==> run_1/wires.png <==
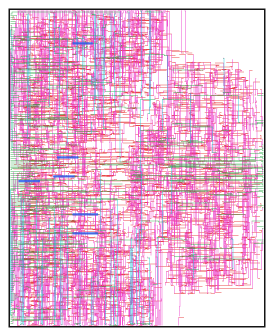
==> run_1/io_placement.png <==
Pins as bars across the die edge, other pins in gray.
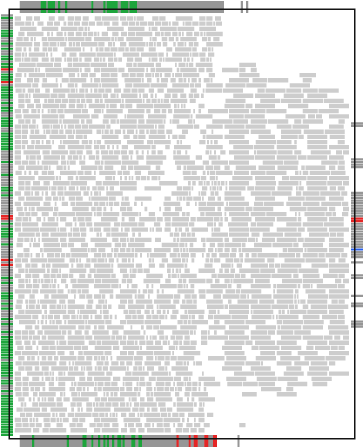
==> run_1/placement.png <==
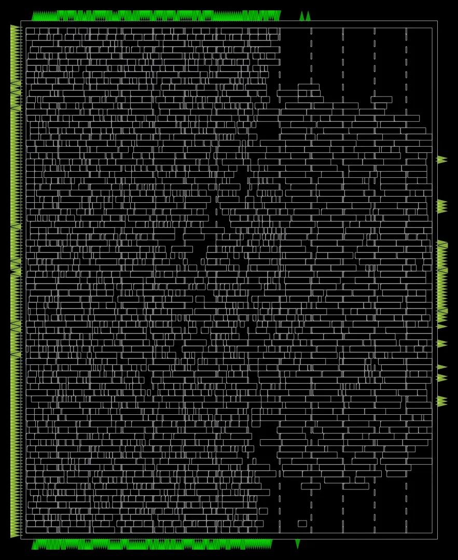
$ cat src/rtl/err_inject_apply_if.sv
// rtl/err_inject_apply_if.sv - input/output beat stream bundle for err_inject_apply
interface err_inject_apply_if #(
    parameter int DATA_W = 128
);
    logic              in_valid;
    logic              in_ready;
    logic [DATA_W-1:0] in_data;
    logic              in_last;
    logic              out_valid;
    logic              out_ready;
    logic [DATA_W-1:0] out_data;
    logic              out_last;
    logic              out_corrupt;

    modport master (
        output in_valid, in_data, in_last, out_ready,
        input  in_ready, out_valid, out_data, out_last, out_corrupt
    );

    modport slave (
        input  in_valid, in_data, in_last, out_ready,
        output in_ready, out_valid, out_data, out_last, out_corrupt
    );
endinterface

$ cat src/rtl/err_inject_apply.sv
// rtl/err_inject_apply.sv - XORs the injector mask onto a stream beat, counts and logs corrupted beats
// Optional ERR_APPLY_PARITY_EN adds out_par, the parity of the original (uncorrupted) beat.
module err_inject_apply #(
    parameter int DATA_W    = 128,
    parameter int LOG_DEPTH = 8,
    parameter int BEAT_W    = 8
) (
    input  logic                  clk,
    input  logic                  rst_n,
    err_inject_apply_if.slave     s,
    input  logic [DATA_W-1:0]     err_mask,
    input  logic [1:0]            apply_mode,
    output logic [15:0]           corrupt_cnt,
    output logic                  log_valid,
    output logic [16+BEAT_W-1:0]  log_data,
    input  logic                  log_pop,
    output logic                  log_ovf
`ifdef ERR_APPLY_PARITY_EN
    ,
    output logic                  out_par
`endif
);
    localparam int PTR_W = $clog2(LOG_DEPTH);
    localparam logic [1:0] MODE_CONT    = 2'd0;
    localparam logic [1:0] MODE_ONESHOT = 2'd1;
    localparam logic [1:0] MODE_PACKET  = 2'd2;
    localparam logic [PTR_W:0]    PTR_ONE  = 1;
    localparam logic [BEAT_W-1:0] BEAT_ONE = 1;

    typedef enum logic [1:0] {IDLE, ARMED, INJ, SPENT} state_t;

    state_t              state;
    logic [DATA_W-1:0]   mask_q;
    logic [15:0]         pkt_num;
    logic [BEAT_W-1:0]   beat_idx;
    logic [PTR_W:0]      wr_ptr;
    logic [PTR_W:0]      rd_ptr;
    logic [16+BEAT_W-1:0] log_mem [LOG_DEPTH];

    logic mask_nz;
    logic acc;
    logic corrupt;
    logic fifo_empty;
    logic fifo_full;
    logic pop_ok;
    logic push_ok;

    assign s.in_ready = !s.out_valid || s.out_ready;
    assign mask_nz    = |err_mask;
    assign acc        = s.in_valid && s.in_ready;

    // Gating uses the live mask so a beat taken while the mask drops is left clean.
    always_comb begin
        corrupt = 1'b0;
        if (acc && mask_nz) begin
            case (state)
                ARMED: corrupt = (apply_mode == MODE_CONT) || (apply_mode == MODE_ONESHOT) ||
                                 ((apply_mode == MODE_PACKET) && (beat_idx == '0));
                INJ:   corrupt = 1'b1;
                default: corrupt = 1'b0;
            endcase
        end
    end

    always_ff @(posedge clk or negedge rst_n) begin
        if (!rst_n) begin
            state  <= IDLE;
            mask_q <= '0;
        end else if (state == IDLE) begin
            if (mask_nz) begin
                state  <= ARMED;
                mask_q <= err_mask;
            end
        end else if (!mask_nz) begin
            state <= IDLE;
        end else begin
            case (state)
                ARMED: begin
                    if (acc) begin
                        if (apply_mode == MODE_ONESHOT) begin
                            state <= SPENT;
                        end else if ((apply_mode == MODE_PACKET) && (beat_idx == '0)) begin
                            state <= s.in_last ? SPENT : INJ;
                        end
                    end
                end
                INJ: begin
                    if (acc && s.in_last) begin
                        state <= SPENT;
                    end
                end
                default: state <= state;
            endcase
        end
    end

    always_ff @(posedge clk or negedge rst_n) begin
        if (!rst_n) begin
            s.out_valid   <= 1'b0;
            s.out_data    <= '0;
            s.out_last    <= 1'b0;
            s.out_corrupt <= 1'b0;
        end else if (acc) begin
            s.out_valid   <= 1'b1;
            s.out_data    <= corrupt ? (s.in_data ^ mask_q) : s.in_data;
            s.out_last    <= s.in_last;
            s.out_corrupt <= corrupt;
        end else if (s.out_ready) begin
            s.out_valid <= 1'b0;
        end
    end

`ifdef ERR_APPLY_PARITY_EN
    always_ff @(posedge clk or negedge rst_n) begin
        if (!rst_n) begin
            out_par <= 1'b0;
        end else if (acc) begin
            out_par <= ^s.in_data;
        end
    end
`endif

    always_ff @(posedge clk or negedge rst_n) begin
        if (!rst_n) begin
            pkt_num     <= '0;
            beat_idx    <= '0;
            corrupt_cnt <= '0;
        end else begin
            if (acc) begin
                if (s.in_last) begin
                    beat_idx <= '0;
                    pkt_num  <= pkt_num + 16'd1;
                end else if (beat_idx != '1) begin
                    beat_idx <= beat_idx + BEAT_ONE;
                end
            end
            if (corrupt && (corrupt_cnt != 16'hFFFF)) begin
                corrupt_cnt <= corrupt_cnt + 16'd1;
            end
        end
    end

    // A full FIFO still accepts a push when the head is popped in the same cycle.
    assign fifo_empty = (wr_ptr == rd_ptr);
    assign fifo_full  = (wr_ptr[PTR_W] != rd_ptr[PTR_W]) &&
                        (wr_ptr[PTR_W-1:0] == rd_ptr[PTR_W-1:0]);
    assign pop_ok     = log_pop && !fifo_empty;
    assign push_ok    = corrupt && (!fifo_full || pop_ok);
    assign log_valid  = !fifo_empty;
    assign log_data   = log_mem[rd_ptr[PTR_W-1:0]];

    always_ff @(posedge clk or negedge rst_n) begin
        if (!rst_n) begin
            wr_ptr  <= '0;
            rd_ptr  <= '0;
            log_ovf <= 1'b0;
        end else begin
            if (push_ok) begin
                wr_ptr <= wr_ptr + PTR_ONE;
            end
            if (pop_ok) begin
                rd_ptr <= rd_ptr + PTR_ONE;
            end
            if (corrupt && fifo_full && !pop_ok) begin
                log_ovf <= 1'b1;
            end
        end
    end

    always_ff @(posedge clk) begin
        if (push_ok) begin
            log_mem[wr_ptr[PTR_W-1:0]] <= {pkt_num, beat_idx};
        end
    end
endmodule

$ cat src/flat_wrapper.sv
// flat-port wrapper written by rule: the top's interface ports become plain ports
module err_inject_apply_flat 
#(
    parameter int DATA_W    = 128,
    parameter int LOG_DEPTH = 8,
    parameter int BEAT_W    = 8
)
  (clk, rst_n, err_mask, apply_mode, corrupt_cnt, log_valid, log_data, log_pop, log_ovf, s_in_valid, s_in_data, s_in_last, s_out_ready, s_in_ready, s_out_valid, s_out_data, s_out_last, s_out_corrupt);
  err_inject_apply_if #(.DATA_W(DATA_W)) s_i ();
  input  logic clk;
  input  logic rst_n;
  input  logic [DATA_W-1:0] err_mask;
  input  logic [1:0] apply_mode;
  output logic [15:0] corrupt_cnt;
  output logic log_valid;
  output logic [16+BEAT_W-1:0] log_data;
  input  logic log_pop;
  output logic log_ovf;
  input wire logic [$bits(s_i.in_valid)-1:0] s_in_valid;
  input wire logic [$bits(s_i.in_data)-1:0] s_in_data;
  input wire logic [$bits(s_i.in_last)-1:0] s_in_last;
  input wire logic [$bits(s_i.out_ready)-1:0] s_out_ready;
  output wire logic [$bits(s_i.in_ready)-1:0] s_in_ready;
  output wire logic [$bits(s_i.out_valid)-1:0] s_out_valid;
  output wire logic [$bits(s_i.out_data)-1:0] s_out_data;
  output wire logic [$bits(s_i.out_last)-1:0] s_out_last;
  output wire logic [$bits(s_i.out_corrupt)-1:0] s_out_corrupt;
  assign s_i.in_valid = s_in_valid;
  assign s_i.in_data = s_in_data;
  assign s_i.in_last = s_in_last;
  assign s_i.out_ready = s_out_ready;
  assign s_in_ready = s_i.in_ready;
  assign s_out_valid = s_i.out_valid;
  assign s_out_data = s_i.out_data;
  assign s_out_last = s_i.out_last;
  assign s_out_corrupt = s_i.out_corrupt;
  err_inject_apply #(.DATA_W(DATA_W), .LOG_DEPTH(LOG_DEPTH), .BEAT_W(BEAT_W)) u_core (.clk(clk), .rst_n(rst_n), .s(s_i), .err_mask(err_mask), .apply_mode(apply_mode), .corrupt_cnt(corrupt_cnt), .log_valid(log_valid), .log_data(log_data), .log_pop(log_pop), .log_ovf(log_ovf));
endmodule
$ cat config.mk
export PLATFORM = sky130hd
export DESIGN_NAME = err_inject_apply_flat
export DESIGN_NICKNAME = d
export VERILOG_FILES = /design/src/rtl/err_inject_apply_if.sv /design/src/rtl/err_inject_apply.sv /design/src/flat_wrapper.sv
export SDC_FILE = /design/constraint.sdc
export NUM_CORES = 1
export LEC_CHECK = 0
export CAP_MARGIN = 20
export CORE_ASPECT_RATIO = 1.25
export CORE_MARGIN = 2
export CORE_UTILIZATION = 56
export DETAILED_ROUTE_END_ITERATION = 12
export HOLD_SLACK_MARGIN = 0.05
export PLACE_DENSITY = 0.86
export SYNTH_ARGS = -nofsm -noshare
export SYNTH_HDL_FRONTEND = slang
export SYNTH_SLANG_ARGS = --single-unit
$ cat constraint.sdc
create_clock -name clk -period 8 [get_ports clk]
set_clock_uncertainty 0.15 [all_clocks]
set_input_delay 1.6 -clock clk [delete_from_list [all_inputs] [get_ports clk]]
set_output_delay 1.6 -clock clk [all_outputs]
set_load 0.01 [all_outputs]
==> flow_summary.yaml, run 1 <==
# physical design summary
floorplan:
  die_x_um: 182
  taps: 498
  rows: 81
  num_io_pins: 438
  die-area_sq_mm: 0.0411
  die_y_um: 226
cts:
  cts_made_buffers: 48
  clk_pin_slew_worst_paths_ps: 70
  clock-sinks: 502
  hold_buffers: 0
  clock_latency_ps: 560
  htree_levels: 2
  root_buffer: "clkbuf_16"
  cts_setup_buffers: 0
  cts_tree: "done"
route:
  wl_met3_um: 5970
  wl_met2_um: 31700
  top_layer: "met5"
  wl_met1_um: 21900
  drc_errors: 0
  drt-initial-drc-count: 1358
  via_per_inst: 5.79
  ant_nets: 0
timing:
  hold_violations: 0
  worst_pin_slew_ps: 1070
  setup_viol: 0
  setup_slack_ps: 2690
  whs_ps: 328
  rsz0062_at_grt: "false"
  finalCritPeriodShare_pct: 66.4
  fmax_mhz: 188
  tns_ps: 0
logic_synthesis:
  synth_nets: 1973
  ys_cells: 1699
  synthCells: 1699
  synthAoiAreaFrac_pct: 7.77
  fa_ha_area_share_pct: 0.566
  synth_flops: 502
  async_flop_share_pct: 61.8
  top_cells_by_area: "dfrtp_1, edfxtp_1, mux2_1"
  yosysTopAreaCell: "dfrtp_1"
  ys_area_sq_mm: 0.0221
  edf_count: 192
  synth.most_common_cell: "dfrtp_1"
  synth.avg_cell_area_sq_um: 13.0
  synthSimpleGateAreaFrac_pct: 6.42
  ys_sh_mux_pct: 13.0
grt:
  met3_usage_pct: 9.56
  antenna_found_initial: 28
  grt_busiest_layer: "met2"
  grt_start_max_net_pins: 123
  first_global_vias: 15873
  grtUsageMet1_pct: 35.1
  grt_pass1_wl_um: 94400
power:
  ir_drop_uv: 185
  p_clk_mw: 2.29
  seqPwrFrac_pct: 44.7
  p_total_mw: 6.84
  clkPwrFrac_pct: 33.5
  powerComb_mw: 1.49
  p_leak_nw: 11.1
  switching_share_pct: 26.7
  switchingPower_mw: 1.83
  power.internal_mw: 5.02
worst_setup_path:
  cp.required_ps: 8300
  worstPathMaxFanout: 83
  cp-start-kind: "primary input"
  crit_path_end_kind: "register"
  cp.arrival_ps: 5610
  r2r_cells: 10
  path_class: "in -> reg"
  r2r-start: "u_core.beat_idx[1]"
  worstSetupStartpoint: "err_mask[20]"
  r2r_slack_ps: 3710
final_layout:
  fin_util_pct: 73.4
  register_area_sq_mm: 0.0135
  drive_gt1_share_pct: 9.16
  seq_cell_count: 502
  lay_top_cells: "clkdlybuf4s50_1, dfrtp_1, edfxtp_1, xnor2_1, nand2_1"
  nonClkBufAreaFrac_pct: 16.2
  comb_cells: 953
  diodes: 20
  final_cell_area_sq_mm: 0.0286
  logic_area_sq_mm: 0.00769
  clkbuf_count: 68
  n_all_buffers: 463
  largestClassByArea: "sequential cells"
  area_growth_pct: 29.5
hold_path:
  hold_start: "u_core.s.out_data[116]"
  worstHoldPathType: "reg -> reg"
  whs_path_depth: 2
  holdPathEnd: "u_core.s.out_data[116]"
place:
  dp_cells: 2551
  io_buffers: 437
  post_dp_cell_area_sq_mm: 0.0269
  hpwlAfterDp_um: 44000
  dpl_worst_slack_ps: 2330
job:
  warning_count: 36
  drv_cap: 0
run_status:
  run_status: "complete, no violations"
About wires.png:
[metal 2] magenta | wire length: 31.7 mm
[metal 5] blue | wire length: 87.4 um
[metal 4] cyan | wire length: 3650 um
[metal 1] red | wire length: 21.9 mm
[metal 3] green | wire length: 5970 um
final wirelength: 63300 um
Global Route Usage Sum: 30.8%
via count: 15.4k
WL per Instance: 23.8 um

About io_placement.png:
[err_mask] green | pins: 128 | direction: input | edge: 87 west, 25 north, 16 south
[corrupt_cnt] red | pins: 16 | direction: output | edge: 8 south, 6 west, 2 east
[log_pop] blue | pins: 1 | direction: input | edge: east

About placement.png:
core area: 0.0390 sq mm
Non-Filler Instances: 2658
Seq area share: 47.2%
Fill cells: 2422

==> run 1: registers in the layout, indices dropped and copies added (netlist names) <==
name                  flops
u_core.corrupt_cnt       16
u_core.beat_idx           8
u_core.state              2
u_core.log_mem          192
u_core.s.out_corrupt      1
u_core.pkt_num           16
u_core.s.out_last         1
u_core.mask_q           128
u_core.wr_ptr             4
u_core.s.out_data       128
u_core.s.out_valid        1
u_core.log_ovf            1
u_core.rd_ptr             4
==> run 1: worst max-delay path, cell delays in order <==
cell	delay [ps]
clkdlybuf4s50_1	420
nor4_1	680
nand4_1	290
nor4_4	370
buf_4	520
buf_4	870
a21oi_1	320
nand3_1	160
mux2_2	340
==> run_1/placement_by_type.png <==
Fill, decap, tap and diode cells in gray.
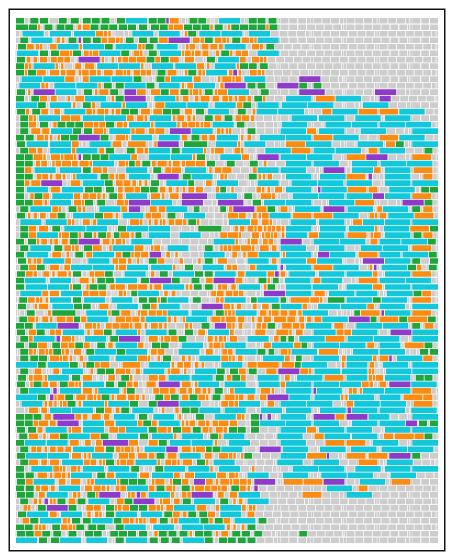

==> run 2: changes to the inputs <==
--- a/config.mk
+++ b/config.mk
@@ -8,10 +8,10 @@
 export CAP_MARGIN = 20
 export CORE_ASPECT_RATIO = 1.25
 export CORE_MARGIN = 2
-export CORE_UTILIZATION = 56
+export CORE_UTILIZATION = 52
 export DETAILED_ROUTE_END_ITERATION = 12
 export HOLD_SLACK_MARGIN = 0.05
-export PLACE_DENSITY = 0.86
+export PLACE_DENSITY = 0.8
 export SYNTH_ARGS = -nofsm -noshare
 export SYNTH_HDL_FRONTEND = slang
 export SYNTH_SLANG_ARGS = --single-unit
==> constraint.sdc (replaced) <==
create_clock -name clk -period 5 [get_ports clk]
set_clock_uncertainty 0.15 [all_clocks]
set_input_delay 1 -clock clk [delete_from_list [all_inputs] [get_ports clk]]
set_output_delay 1 -clock clk [all_outputs]
set_load 0.01 [all_outputs]
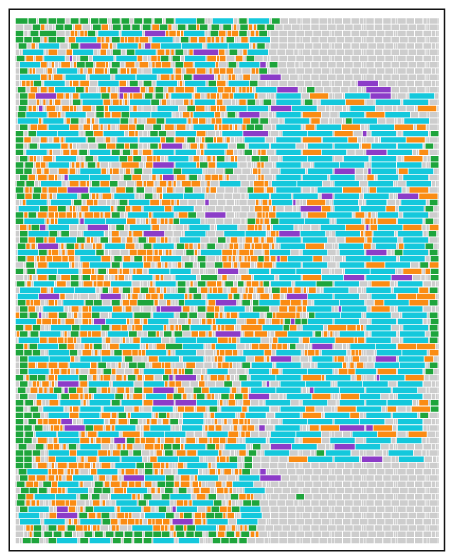
(run_2/placement_by_type.png)
Fill, decap, tap and diode cells in gray.
[remaining buffers and delay cells] green | cells: 464 | share of their area: 17%
[sequential cells] cyan | cells: 502 | share of their area: 48%
[clock drivers and dummy loads] purple | cells: 87 | share of their area: 5.7%
[combinational and other logic] orange | cells: 1090 | share of their area: 29%
final instance area: 0.0287 sq mm
row count: 84

==> run 2 against run 1 <==
  * Synthesized cell count did not move
  * Sequential cell count did not move
  * Worst hold slack got worse by 6.8 ps
  * Synthesized area did not move
  * Clock power rose by 62%
  * Setup slack got worse by 1800 ps
  * Sequential power rose by 58%
  * Utilization fell by 5.1 points
  * Non-clock buffer count rose by 1
  * Sequential share of layout area fell by 0.14 points
  * Final area rose by 0.30%
  * Count of clock-buffer cells in the layout fell by 7
==> flow_summary.yaml, run 2 <==
# physical design summary
run_status:
  run_status: "complete, no violations"
worst_setup_path:
  cp.required_ps: 3850
  worstPathMaxFanout: 14
  cp-start-kind: "register"
  r2r_slack_ps: 1290
  worstSetupStartpoint: "u_core.rd_ptr[0]"
  path_class: "reg -> out"
timing:
  rsz0062_at_grt: "false"
  fmax_mhz: 246
  setup_slack_ps: 928
  hold_violations: 0
  setup_viol: 0
  finalCritPeriodShare_pct: 81.4
logic_synthesis:
  top_cells_by_area: "dfrtp_1, edfxtp_1, mux2_1"
  fa_ha_area_share_pct: 0.566
  edf_count: 192
  ys_sh_mux_pct: 13.0
  yosysTopAreaCell: "dfrtp_1"
  synthAoiAreaFrac_pct: 7.77
  synthSimpleGateAreaFrac_pct: 6.42
  synth_nets: 1973
  ys_area_sq_mm: 0.0221
  synthCells: 1699
  async_flop_share_pct: 61.8
  synth.most_common_cell: "dfrtp_1"
route:
  finalWirelength_um: 62200
  ant_nets: 0
  route.vias.total: 15272
  via_per_inst: 5.64
  drt-initial-drc-count: 1159
final_layout:
  fin_util_pct: 68.3
  clkbuf_count: 61
  largestClassByArea: "sequential cells"
  drive_gt1_share_pct: 9.38
  area_growth_pct: 29.9
  logic_area_sq_mm: 0.00770
  nonClkBufAreaFrac_pct: 16.3
  comb_cells: 953
  diodes: 4
  fillers: 2986
grt:
  grtUsageTotal_pct: 28.1
  first_global_vias: 15603
  grt_start_max_net_pins: 132
  grt_pass1_wl_um: 93800
  antenna_found_initial: 12
  met3_usage_pct: 7.59
floorplan:
  die_y_um: 235
  num_io_pins: 438
  die_x_um: 188
cts:
  hold_buffers: 0
  cts_tree: "done"
  clk_pin_slew_worst_paths_ps: 60
  cts_setup_buffers: 0
  clock-sinks: 502
  root_buffer: "clkbuf_16"
power:
  p_leak_nw: 11.1
  ir_drop_uv: 279
job:
  drv_cap: 0
place:
  io_buffers: 437
  dpl_worst_slack_ps: 599
## run 2: cell types whose count changed in the layout (fill, tap and decap cells not counted), moves of 2 or more
cell and delta:
buf_16 -3, clkbuf_8 -4, clkinvlp_4 +5, diode_2 -16
buf_4 -2, clkbuf_1 -3, buf_12 +6
## run 2: through the flow
stage	cell area, sq um	TNS [ps]	cells
after floorplan	22100	-46530	1699
after global placement	27100	0	2615
after detailed placement	27100	0	2615
after CTS	28700	0	2702
after global routing	28700	0	2705
final	28700	0	2706
## run 2: critical path, cell delays in order, from the launching register on
cell,delay (ps)
dfrtp_2,620
buf_4,370
mux4_2,560
mux2_2,290
clkdlybuf4s50_1,490
## run 2: where the power goes
part,switching (mW),internal [mW]
Sequential,0.290,4.53
Clock,1.56,2.14
Combinational,1.10,1.36
Total,2.95,8.04
Power figures rest on the tool's default switching activity, not on a simulated workload.
